Where the registers sit:
(2 px per um) Other sequential cells in the stronger gray, the rest of the logic in the fainter gray.
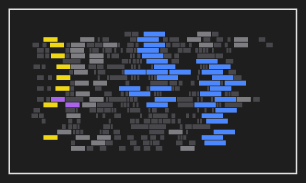
I/O pins on the die edge:
(2 px per um) Pins as bars across the die edge, other pins in gray.
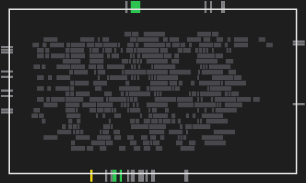
Metal layers overlaid:
(3 px per um)
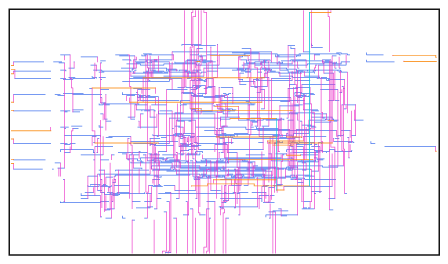
Wires at chosen ports, followed through buffers:
(3 px per um)
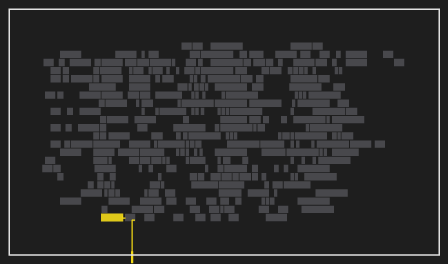
Congestion heat map:
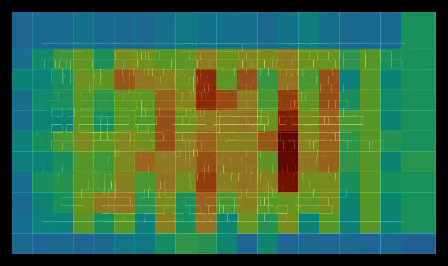
### src/rtl/i2c_io_regs.sv
// Register bank behind an I2C slave: scratch, synchronized GPIO input with edge status, OE and PWM output.
// Optional accumulator PWM is built only when I2C_IO_REGS_PWM_EN is defined.
module i2c_io_regs (
  input  logic       clk,
  input  logic       rst_n,
  input  logic [7:0] addr,
  input  logic       wen,
  input  logic [7:0] wdata,
  input  logic       rdata_used,
  output logic [7:0] rdata,
  input  logic [7:0] gpio_in,
  output logic       gpio_out,
  output logic       gpio_oe,
  output logic       irq
);

  localparam int unsigned DW     = 8;
  localparam int unsigned NSCR   = 4;
  localparam int unsigned NSTAT  = 2;

  logic [DW-1:0]    scratch_q [NSCR];
  logic             oe_q;
  logic [DW-1:0]    pwm_q;
  logic [NSTAT-1:0] status_q;
  logic [NSTAT-1:0] status_nxt;
  logic             irq_q;
  logic [DW-1:0]    rdata_q;
  logic [DW-1:0]    sync1_q;
  logic [DW-1:0]    sync2_q;
  logic [1:0]       vld_q;
  logic [DW-1:0]    rd_c;
  logic             in_range;
  logic             rise;
  logic             fall;
  logic             clr;

  assign in_range = (addr[7:3] == 5'd0);

  // Read mux over current register contents; rdata is this value one cycle later.
  always_comb begin
    rd_c = '0;
    if (in_range) begin
      case (addr[2:0])
        3'd0, 3'd1, 3'd2, 3'd3: rd_c = scratch_q[addr[1:0]];
        3'd4:                   rd_c = sync2_q;
        3'd5:                   rd_c = {7'd0, oe_q};
        3'd6:                   rd_c = pwm_q;
        default:                rd_c = {6'd0, status_q};
      endcase
    end
  end

  // vld_q[1] marks that sync2 already held a real sample, so the first post-reset sample never flags.
  assign rise = vld_q[1] &  sync1_q[0] & ~sync2_q[0];
  assign fall = vld_q[1] & ~sync1_q[0] &  sync2_q[0];
  assign clr  = rdata_used && (addr == 8'h07);

  // Clear then set, so an edge arriving with the clear keeps its bit.
  always_comb begin
    status_nxt = status_q;
    if (clr) status_nxt = '0;
    status_nxt = status_nxt | {fall, rise};
  end

  always_ff @(posedge clk) begin
    if (!rst_n) begin
      for (int i = 0; i < NSCR; i++) scratch_q[i] <= '0;
      oe_q     <= 1'b0;
      pwm_q    <= '0;
      status_q <= '0;
      irq_q    <= 1'b0;
      rdata_q  <= '0;
      sync1_q  <= '0;
      sync2_q  <= '0;
      vld_q    <= '0;
    end else begin
      sync1_q  <= gpio_in;
      sync2_q  <= sync1_q;
      vld_q    <= {vld_q[0], 1'b1};
      status_q <= status_nxt;
      irq_q    <= |status_nxt;
      rdata_q  <= rd_c;
      if (wen && in_range) begin
        case (addr[2:0])
          3'd0, 3'd1, 3'd2, 3'd3: scratch_q[addr[1:0]] <= wdata;
          3'd5:                   oe_q  <= wdata[0];
          3'd6:                   pwm_q <= wdata;
          default:                ;
        endcase
      end
    end
  end

`ifdef I2C_IO_REGS_PWM_EN
  logic [DW-1:0] acc_q;

  // First-order accumulator: bit 7 is the carry out of the 7-bit phase.
  always_ff @(posedge clk) begin
    if (!rst_n) begin
      acc_q <= '0;
    end else if (!pwm_q[7]) begin
      acc_q <= {1'b0, acc_q[6:0]} + {1'b0, pwm_q[6:0]};
    end
  end

  assign gpio_out = pwm_q[7] ? pwm_q[0] : acc_q[7];
`else
  assign gpio_out = pwm_q[0];
`endif

  assign gpio_oe = oe_q;
  assign irq     = irq_q;
  assign rdata   = rdata_q;

endmodule

### config.mk
export PLATFORM = sky130hd
export DESIGN_NAME = i2c_io_regs
export DESIGN_NICKNAME = d
export VERILOG_FILES = /design/src/rtl/i2c_io_regs.sv
export SDC_FILE = /design/constraint.sdc
export NUM_CORES = 1
export LEC_CHECK = 0
export ABC_AREA = 0
export CELL_PAD_IN_SITES_DETAIL_PLACEMENT = 0
export CELL_PAD_IN_SITES_GLOBAL_PLACEMENT = 2
export CORE_ASPECT_RATIO = 0.5
export CORE_MARGIN = 10
export CORE_UTILIZATION = 39
export CTS_CLUSTER_DIAMETER = 50
export DETAILED_ROUTE_END_ITERATION = 7
export PLACE_DENSITY = 0.93
export SYNTH_ARGS = -nofsm -noshare
export SYNTH_HDL_FRONTEND = slang
export SYNTH_SLANG_ARGS = --single-unit
### constraint.sdc
create_clock -name clk -period 6 [get_ports clk]
set_clock_uncertainty 0.15 [all_clocks]
set_input_delay 0.9 -clock clk [delete_from_list [all_inputs] [get_ports clk]]
set_output_delay 0.9 -clock clk [all_outputs]
set_load 0.01 [all_outputs]
==> impl_metrics.yaml <==
# flow metrics
run_status:
  status: "complete, no violations"
synthesis:
  ys_seq_elements: 70
  synth-edff-count: 32
  synthCells: 260
  top_area_cell: "edfxtp_1"
  ys_sh_adder: 0
  yosys.area_share.xor_xnor: 0
  top_cell: "dfxtp_1"
  synth.net_count: 288
  ys_chip_area_um2: 2940
  syn-mean-instance-area_um2: 11.3
placement:
  place_congestion: 0.818
routing:
  drc: 0
  wl_met3_um: 415
floorplanning:
  tap_cells: 96
  core_um2: 7320
worst_setup_path:
  critPathSlowestCell: "o21ai_0"
  cpPeakStageDelay_ns: 0.92
  timing.rr.end: "rdata[0]"
  critPathRequiredTime_ns: 5.80
cells_and_area:
  final_cells: 399
  nMultiInputCombCells: 169
  logic_area_um2: 1130
  buffer_area_frac: 0.107
  largest_class: "sequential cells"
min_path:
  min_path_type: "register to register"
  holdCritStartpoint: "sync1_q[6]"
  hold_depth: 1
final_timing:
  whs_ns: 0.279
  timing.fmax_mhz: 278
  rsz0062_at_grt: "no"
  min_period_ns: 3.60
pwr:
  p_sw_uw: 234
  seqPwrFrac: 0.469
  pg_seq_uw: 523
  power.leakage_nw: 1.37
global_route:
  grtUsageMet3: 0.0449
  grt_max_degree: 47
  grt_pass1_wl_um: 10400
clock_tree:
  htreeDepth: 3
  cts_resized: 0
  clock_sink_count: 70
job:
  warnings: 26
-- 'where the registers sit' (at the start) --
Purple is vld_q, flops 2. Yellow is sync1_q, flops 8. Blue is scratch_q, flops 32.
Another 28 sequential cells are not colored.

-- 'I/O pins on the die edge' (at the start) --
Green is wdata, pins 8, direction input, edge 5 top, 3 bottom. Yellow is irq, pins 1, direction output, edge bottom.
All pins by edge: 17 bottom, 10 top, 9 left, 3 right.

-- 'metal layers overlaid' (at the start) --
Magenta is M2, wire length 3,110 um. Blue is M1, wire length 2,950 um. Orange is M3, wire length 415 um. Cyan is M4, wire length 81.6 um.

-- 'wires at chosen ports, followed through buffers' (at the start) --
Yellow is irq, bits 1, direction output, edge bottom, end cells 1, wire 13.6 um.

-- 'congestion heat map' (at the start) --
GR Layer Usage met1: 0.143
Core Util, Final: 0.504
Total GRT Usage: 0.120

==> how the worst max path moves through the flow <==
stage	start	endpoint
finish	addr[1]	scratch_q[1][0]
global route	addr[1]	scratch_q[1][1]
floorplan	addr[1]	scratch_q[0][0]
detailed placement	addr[1]	scratch_q[1][5]
global placement	addr[1]	scratch_q[1][5]
CTS	addr[1]	scratch_q[1][5]
==> state kept, by name, indices dropped and copies added (netlist names) <==
| signal | count |
|---|---|
| scratch_q | 32 |
| pwm_q | 8 |
| rdata | 8 |
| sync1_q | 8 |
| sync2_q | 8 |
| status_q | 2 |
| vld_q | 2 |
| gpio_oe | 1 |
| irq | 1 |
==> cell usage in the layout (no fill, tap or decap) <==
| cell | count |
|---|---|
| nor4b_1 | 1 |
| nand4_4 | 1 |
| clkinv_2 | 3 |
| nand4b_2 | 1 |
| inv_1 | 8 |
| o22ai_1 | 3 |
| nor3_1 | 9 |
| o21ai_0 | 4 |
| nand2b_1 | 3 |
| nand4_1 | 3 |
| nor2_2 | 1 |
| clkbuf_8 | 2 |
| nor2b_1 | 6 |
| a21oi_1 | 6 |
| clkdlybuf4s50_1 | 38 |
| dfxtp_1 | 38 |
| nor2_1 | 29 |
| nor3b_1 | 1 |
| mux2i_1 | 11 |
| clkbuf_16 | 10 |
| a22oi_1 | 6 |
| nor4b_4 | 1 |
| mux4_2 | 3 |
| nand3_1 | 3 |
| nand3b_2 | 1 |
| mux2_2 | 18 |
| nand3_2 | 1 |
| buf_4 | 2 |
| nand2_1 | 36 |
| o31ai_1 | 1 |
| edfxtp_1 | 32 |
| o211a_1 | 1 |
| clkbuf_1 | 1 |
| and2_1 | 18 |
| nor4_4 | 1 |
Power figures rest on the tool's default switching activity, not on a simulated workload.
